$ cat config.mk
export PLATFORM = sky130hd
export DESIGN_NAME = vga_vram_line_prefetch
export DESIGN_NICKNAME = d
export VERILOG_FILES = /design/src/rtl/vga_vram_line_prefetch.sv
export SDC_FILE = /design/constraint.sdc
export NUM_CORES = 1
export LEC_CHECK = 0
export ABC_AREA = 1
export CORE_MARGIN = 8
export CORE_UTILIZATION = 35
export DETAILED_ROUTE_END_ITERATION = 8
export PLACE_DENSITY = 0.48
export SLEW_MARGIN = 5
export SYNTH_ARGS = -nofsm -noshare
export SYNTH_HDL_FRONTEND = slang
export SYNTH_SLANG_ARGS = --single-unit
export TNS_END_PERCENT = 5
$ cat constraint.sdc
create_clock -name iCLOCK -period 8.94 [get_ports iCLOCK]
set_input_delay 0.894 -clock iCLOCK [delete_from_list [all_inputs] [get_ports iCLOCK]]
set_output_delay 0.894 -clock iCLOCK [all_outputs]
set_load 0.03 [all_outputs]
$ cat src/rtl/vga_vram_line_prefetch.sv
// rtl/vga_vram_line_prefetch.sv - framebuffer read master with pixel FIFO and EOL/EOF stream markers
// Optional underflow statistics counter enabled by VGA_LINE_PREFETCH_UNDERFLOW_STAT_EN.
module vga_vram_line_prefetch #(
    parameter int H_PIXELS   = 640,
    parameter int V_LINES    = 480,
    parameter int FIFO_DEPTH = 32
) (
    input  logic        iCLOCK,
    input  logic        iRESET_SYNC,
    input  logic        iFRAME_START,
    input  logic [19:0] iBASE_ADDR,
    output logic        oREAD_ENABLE,
    output logic        oREAD_REQ,
    output logic [19:0] oREAD_ADDR,
    input  logic        iREAD_BUSY,
    input  logic        iREAD_VALID,
    input  logic [15:0] iREAD_DATA,
    output logic        oPIXEL_VALID,
    output logic [15:0] oPIXEL_DATA,
    output logic        oPIXEL_EOL,
    output logic        oPIXEL_EOF,
    input  logic        iPIXEL_READY,
    output logic        oBUSY,
    output logic        oOVERFLOW_ERR,
    output logic [15:0] oUNDERFLOW_COUNT
);

    localparam int PTR_W = $clog2(FIFO_DEPTH);
    localparam int CNT_W = PTR_W + 1;
    localparam int X_W   = $clog2(H_PIXELS + 1);
    localparam int Y_W   = $clog2(V_LINES + 1);
    localparam logic [CNT_W:0]   DEPTH_SUM = (CNT_W + 1)'(FIFO_DEPTH);
    localparam logic [CNT_W-1:0] DEPTH_CNT = CNT_W'(FIFO_DEPTH);
    localparam logic [19:0]      LAST_IDX  = 20'(H_PIXELS * V_LINES - 1);
    localparam logic [X_W-1:0]   X_LAST    = X_W'(H_PIXELS - 1);
    localparam logic [Y_W-1:0]   Y_LAST    = Y_W'(V_LINES - 1);

    typedef enum logic [1:0] {
        ST_IDLE  = 2'd0,
        ST_FETCH = 2'd1,
        ST_DRAIN = 2'd2,
        ST_FLUSH = 2'd3
    } state_t;

    state_t           state_q, state_d;
    logic [19:0]      base_q;
    logic [19:0]      issue_idx_q;
    logic [CNT_W-1:0] inflight_q;
    logic [CNT_W-1:0] fifo_cnt_q;
    logic [PTR_W-1:0] wr_ptr_q;
    logic [PTR_W-1:0] rd_ptr_q;
    logic [15:0]      mem_q [FIFO_DEPTH];
    logic [X_W-1:0]   x_q;
    logic [Y_W-1:0]   y_q;
    logic             ovf_q;

    logic credit;
    logic issue_req;
    logic issue_fire;
    logic abort;
    logic frame_init;
    logic flush_exit;
    logic accept_ret;
    logic fifo_full;
    logic push;
    logic pop;
    logic ret_dec;
    logic fifo_clear;

    // Credit counts both buffered pixels and reads still owed by memory.
    assign credit     = ({1'b0, fifo_cnt_q} + {1'b0, inflight_q}) < DEPTH_SUM;
    assign issue_fire = issue_req && !iREAD_BUSY;
    assign abort      = iFRAME_START && (state_q == ST_FETCH || state_q == ST_DRAIN);
    assign frame_init = iFRAME_START && (state_q == ST_IDLE);
    assign flush_exit = (state_q == ST_FLUSH) && (inflight_q == '0);
    assign fifo_full  = (fifo_cnt_q == DEPTH_CNT);
    assign accept_ret = iREAD_VALID && !iFRAME_START &&
                        (state_q == ST_FETCH || state_q == ST_DRAIN);
    assign push       = accept_ret && !fifo_full;
    assign pop        = oPIXEL_VALID && iPIXEL_READY;
    assign ret_dec    = iREAD_VALID && (inflight_q != '0);
    assign fifo_clear = frame_init || abort;

    always_ff @(posedge iCLOCK) begin
        if (iRESET_SYNC) begin
            state_q <= ST_IDLE;
        end else begin
            state_q <= state_d;
        end
    end

    always_comb begin
        state_d   = state_q;
        issue_req = 1'b0;
        case (state_q)
            ST_IDLE: begin
                if (iFRAME_START) state_d = ST_FETCH;
            end
            ST_FETCH: begin
                issue_req = credit && !iFRAME_START;
                if (iFRAME_START) begin
                    state_d = ST_FLUSH;
                end else if (issue_req && !iREAD_BUSY && issue_idx_q == LAST_IDX) begin
                    state_d = ST_DRAIN;
                end
            end
            ST_DRAIN: begin
                if (iFRAME_START) begin
                    state_d = ST_FLUSH;
                end else if (inflight_q == '0 && fifo_cnt_q == '0) begin
                    state_d = ST_IDLE;
                end
            end
            ST_FLUSH: begin
                if (inflight_q == '0) state_d = ST_FETCH;
            end
            default: state_d = ST_IDLE;
        endcase
    end

    always_ff @(posedge iCLOCK) begin
        if (iRESET_SYNC) begin
            base_q <= '0;
        end else if (iFRAME_START) begin
            base_q <= iBASE_ADDR;
        end
    end

    always_ff @(posedge iCLOCK) begin
        if (iRESET_SYNC || frame_init || flush_exit) begin
            issue_idx_q <= '0;
        end else if (issue_fire) begin
            issue_idx_q <= issue_idx_q + 20'd1;
        end
    end

    // Late returns of an aborted frame still decrement, so FLUSH can tell when memory is quiet.
    always_ff @(posedge iCLOCK) begin
        if (iRESET_SYNC) begin
            inflight_q <= '0;
        end else if (issue_fire && !ret_dec) begin
            inflight_q <= inflight_q + CNT_W'(1);
        end else if (!issue_fire && ret_dec) begin
            inflight_q <= inflight_q - CNT_W'(1);
        end
    end

    always_ff @(posedge iCLOCK) begin
        if (iRESET_SYNC) begin
            wr_ptr_q   <= '0;
            rd_ptr_q   <= '0;
            fifo_cnt_q <= '0;
            for (int i = 0; i < FIFO_DEPTH; i++) begin
                mem_q[i] <= '0;
            end
        end else if (fifo_clear) begin
            wr_ptr_q   <= '0;
            rd_ptr_q   <= '0;
            fifo_cnt_q <= '0;
        end else begin
            if (push) begin
                mem_q[wr_ptr_q] <= iREAD_DATA;
                wr_ptr_q        <= wr_ptr_q + PTR_W'(1);
            end
            if (pop) begin
                rd_ptr_q <= rd_ptr_q + PTR_W'(1);
            end
            if (push && !pop) begin
                fifo_cnt_q <= fifo_cnt_q + CNT_W'(1);
            end else if (pop && !push) begin
                fifo_cnt_q <= fifo_cnt_q - CNT_W'(1);
            end
        end
    end

    always_ff @(posedge iCLOCK) begin
        if (iRESET_SYNC || frame_init || flush_exit) begin
            x_q <= '0;
            y_q <= '0;
        end else if (pop) begin
            if (x_q == X_LAST) begin
                x_q <= '0;
                y_q <= (y_q == Y_LAST) ? '0 : y_q + Y_W'(1);
            end else begin
                x_q <= x_q + X_W'(1);
            end
        end
    end

    always_ff @(posedge iCLOCK) begin
        if (iRESET_SYNC) begin
            ovf_q <= 1'b0;
        end else if (accept_ret && fifo_full) begin
            ovf_q <= 1'b1;
        end
    end

`ifdef VGA_LINE_PREFETCH_UNDERFLOW_STAT_EN
    logic [15:0] underflow_q;

    always_ff @(posedge iCLOCK) begin
        if (iRESET_SYNC || iFRAME_START) begin
            underflow_q <= '0;
        end else if (state_q == ST_FETCH && iPIXEL_READY && fifo_cnt_q == '0 &&
                     underflow_q != 16'hFFFF) begin
            underflow_q <= underflow_q + 16'd1;
        end
    end

    assign oUNDERFLOW_COUNT = underflow_q;
`else
    assign oUNDERFLOW_COUNT = 16'h0;
`endif

    assign oREAD_ENABLE  = issue_req;
    assign oREAD_REQ     = issue_req;
    assign oREAD_ADDR    = base_q + issue_idx_q;
    assign oPIXEL_VALID  = (fifo_cnt_q != '0) && (state_q != ST_FLUSH);
    assign oPIXEL_DATA   = mem_q[rd_ptr_q];
    assign oPIXEL_EOL    = (x_q == X_LAST);
    assign oPIXEL_EOF    = (x_q == X_LAST) && (y_q == Y_LAST);
    assign oBUSY         = (state_q != ST_IDLE);
    assign oOVERFLOW_ERR = ovf_q;

endmodule
Figure 1. Placed cells, one colour a class.
Scale: 1.5 px per um. Fill, decap, tap and diode cells in grey.
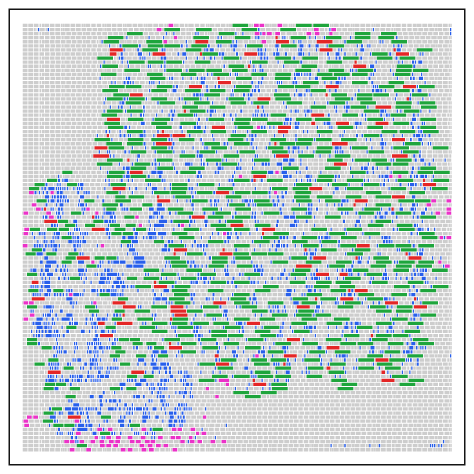
class	colour	cells	share of their area
all other logic	blue	2158	34%
clock drivers and dummy loads	red	127	7.5%
other buffers and delay cells	magenta	116	3.5%
flip-flops	green	601	55%
fin area: 32500 um^2
number of cell rows: 105

Figure 2. PDN straps and rails.
Scale: 1 px per um. Pins as bars on the die edge.
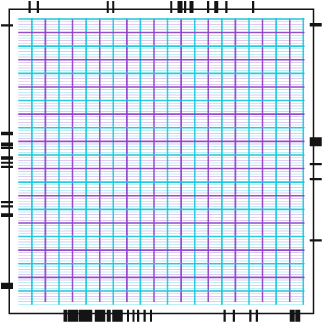
net	colour
VSS	cyan
VDD	purple
rows	105
met1 rails	106

Figure 3. Sequential cells grouped by signal name.
Scale: 1.5 px per um. Other sequential cells in the stronger grey, the rest of the logic in the fainter grey.
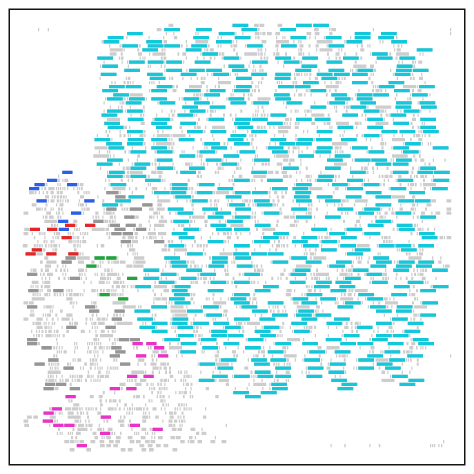
name in the netlist	colour	sequential cells
fifo_cnt_q	green	6
mem_q	cyan	512
y_q	red	9
base_q	magenta	20
x_q	blue	10
not coloured	44
reported sequential group power: 3280 uW
flop share of the area: 52.8%
final core utilization: 39.8%
flip-flop and latch area: 17200 um^2

Figure 4. Clock wires, drivers and flops.
Scale: 2 px per um.
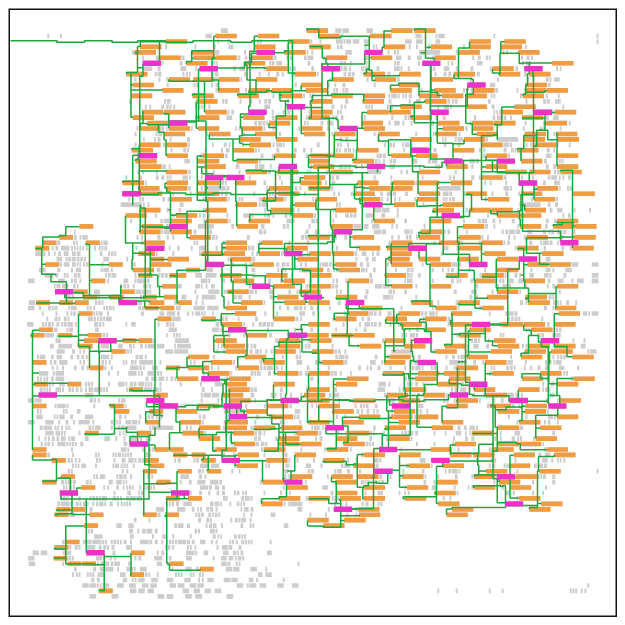
[cells driving clock nets] magenta | count: 72
[clock wires] green | length: 8480 um
[flip-flops] orange | count: 601
routed clock nets	73
flops lie	widely spread

==> job_summary.md <==
## PnR job results

| Metric | Value |
|---|---|
| Final critical-path share of the clock period | `61.8%` |
| Maximum clock path buffer count | `3` |
| Tool warnings | `34` |
| Number of H-tree levels | `3` |
| Die width | `303 um` |
| Avg Vias per Cell | `5.31` |
| Area added between synthesis and finish | `13.0%` |
| Status | `completed` |
| Core Util at FP | `35.2%` |
| DRC errors left | `0` |
| Weighted congestion at the end of routability-driven global placement | `0.835` |
| Sort of element at the end of the critical path | `output pin` |
| Path type of the worst min-delay path | `flip-flop to flip-flop` |
| Root buffer cell | `clkbuf_16` |
| Ratio of total power to cell area | `245 nW/um^2` |
| Placed wire-length estimate after detailed placement | `52.6 mm` |
| Arrival time at the worst endpoint | `4630 ps` |
| Post-synthesis cell count | `2975` |
| Synthesized chip area reported by yosys | `28800 um^2` |
| GRT met1 Usage | `26.0%` |
| Setup repair after global routing missed its margin | `false` |
| Standard cell with the maximum stage delay on the critical path | `buf_4` |
| Number of distinct library cells after synthesis | `45` |
| Diodes inserted | `0` |
| Hold-fix buffers, CTS | `0` |
| Synthesized area divided by synthesized cell count | `9.67 um^2` |
| Ports | `101` |
| CTS sink count | `601` |
| Static leakage power | `0.0126 uW` |
| Worst Path Buf+Inv | `3` |
| Vias in the first global route | `21400` |
| Number of buffers created by CTS | `72` |
| CTS clock-pin slew for the worst setup and hold paths | `50 ps` |
| FMAX | `181 MHz` |
| Quantity of I/O buffers inserted on ports | `84` |
| Setup TNS | `0 ps` |
| Grt ovf | `0` |
| Top cells by area | `edfxtp_1 (53%), nor2_1 (11%), dfxtp_1 (6.2%)` |
| Global-route met2 utilization | `31.2%` |
| Cells traversed along the worst timing path | `inv_4, buf_4, o21ai_0, o22ai_1, o21ai_0, o21ai_1, nand2_1, nand2_1, clkdlybuf4s50_1` |
[flip-flops by register name (all words and copies together), names as in the netlist, named ones only]
| name | flops |
|---|---|
| x_q | 10 |
| mem_q | 512 |
| state_q | 2 |
| base_q | 20 |
| oOVERFLOW_ERR | 1 |
| y_q | 9 |
| inflight_q | 6 |
| issue_idx_q | 20 |
| rd_ptr_q | 5 |
| fifo_cnt_q | 6 |
| wr_ptr_q | 5 |
[path summary, 6_finish.rpt]
kind | from | endpoint | slack, ps | depth (start not counted)
worst max register to register | fifo_cnt_q[5] | inflight_q[5] | 4470 | 17
worst min-delay path | oOVERFLOW_ERR | oOVERFLOW_ERR | 480 | 2
worst max-delay path | flip-flop | oPIXEL_DATA[4] | 3410 | 9
worst min register to register | oOVERFLOW_ERR | oOVERFLOW_ERR | 480 | 2
[cell type report]
type | count | area [um^2] | area share (%)
inverter | 124 | 474 | 1.46
sequential | 601 | 17200 | 52.8
multi-input combinational | 2034 | 10100 | 31.1
tap | 1070 | 1340 | 4.12
clock inverter | 35 | 428 | 1.32
clock buffer | 92 | 1910 | 5.87
timing repair buffer | 116 | 1090 | 3.36
[per-stage QoR]
| stage | cell area [um^2] | hold WS, ps | utilization [%] | std cells | setup WS [ps] |
|---|---|---|---|---|---|
| 2_1_floorplan | 28800 | 444 | - | 2990 | 5550 |
| 6_report | 32500 | 475 | 39.8 | 4072 | 3410 |
| 5_1_grt | 32500 | 514 | 39.8 | 4072 | 3140 |
| 4_1_cts | 32500 | 478 | 39.8 | 4072 | 3330 |
| 3_5_place_dp | 30200 | 466 | 36.9 | 3945 | 3610 |
| 3_3_place_gp | 30200 | 454 | 36.9 | 3945 | 3630 |
[worst min-delay path: cells and delay by family (launching register included)]
kind	cells	cell delay [ps]
flip-flops	1	320
AND/OR/NAND/NOR	2	120
[power breakdown]
group	leakage, uW	internal, uW	switching (uW)
Sequential	0.00601	3170	108
Combinational	0.00549	546	1250
Clock	0.00113	1650	1240
[cells by family (layout without fill, tap and decap cells)]
group | Yosys count | in the layout | synth area share, %
and+or+nand+nor | 1343 | 1343 | 19.6
DFF | 601 | 601 | 59.6
AOI/OAI and AO/OA | 577 | 577 | 11.6
buffers and inverters | 355 | 367 | 5.48
adders and majority gates | 49 | 49 | 2.21
xor gates and xnor gates | 49 | 49 | 1.49
other | 1 | 16 | 0.0130
[synth_stat cells, types with 31 or more instances]
master	n
a21oi_1	102
buf_2	52
clkbuf_1	140
dfxtp_1	89
edfxtp_1	512
ha_1	46
inv_1	115
nand2_1	272
nand3_1	96
nor2_1	863
nor3_1	31
o21ai_0	322
o221ai_1	92
xor2_1	33
[per-layer routing]
metal,vias to the layer above,wire [um]
li1,10100,-
met1,10700,38800
met2,672,42100
met3,148,5800
met4,2,2840
met5,-,13
Power is estimated from default activity; no workload was simulated.
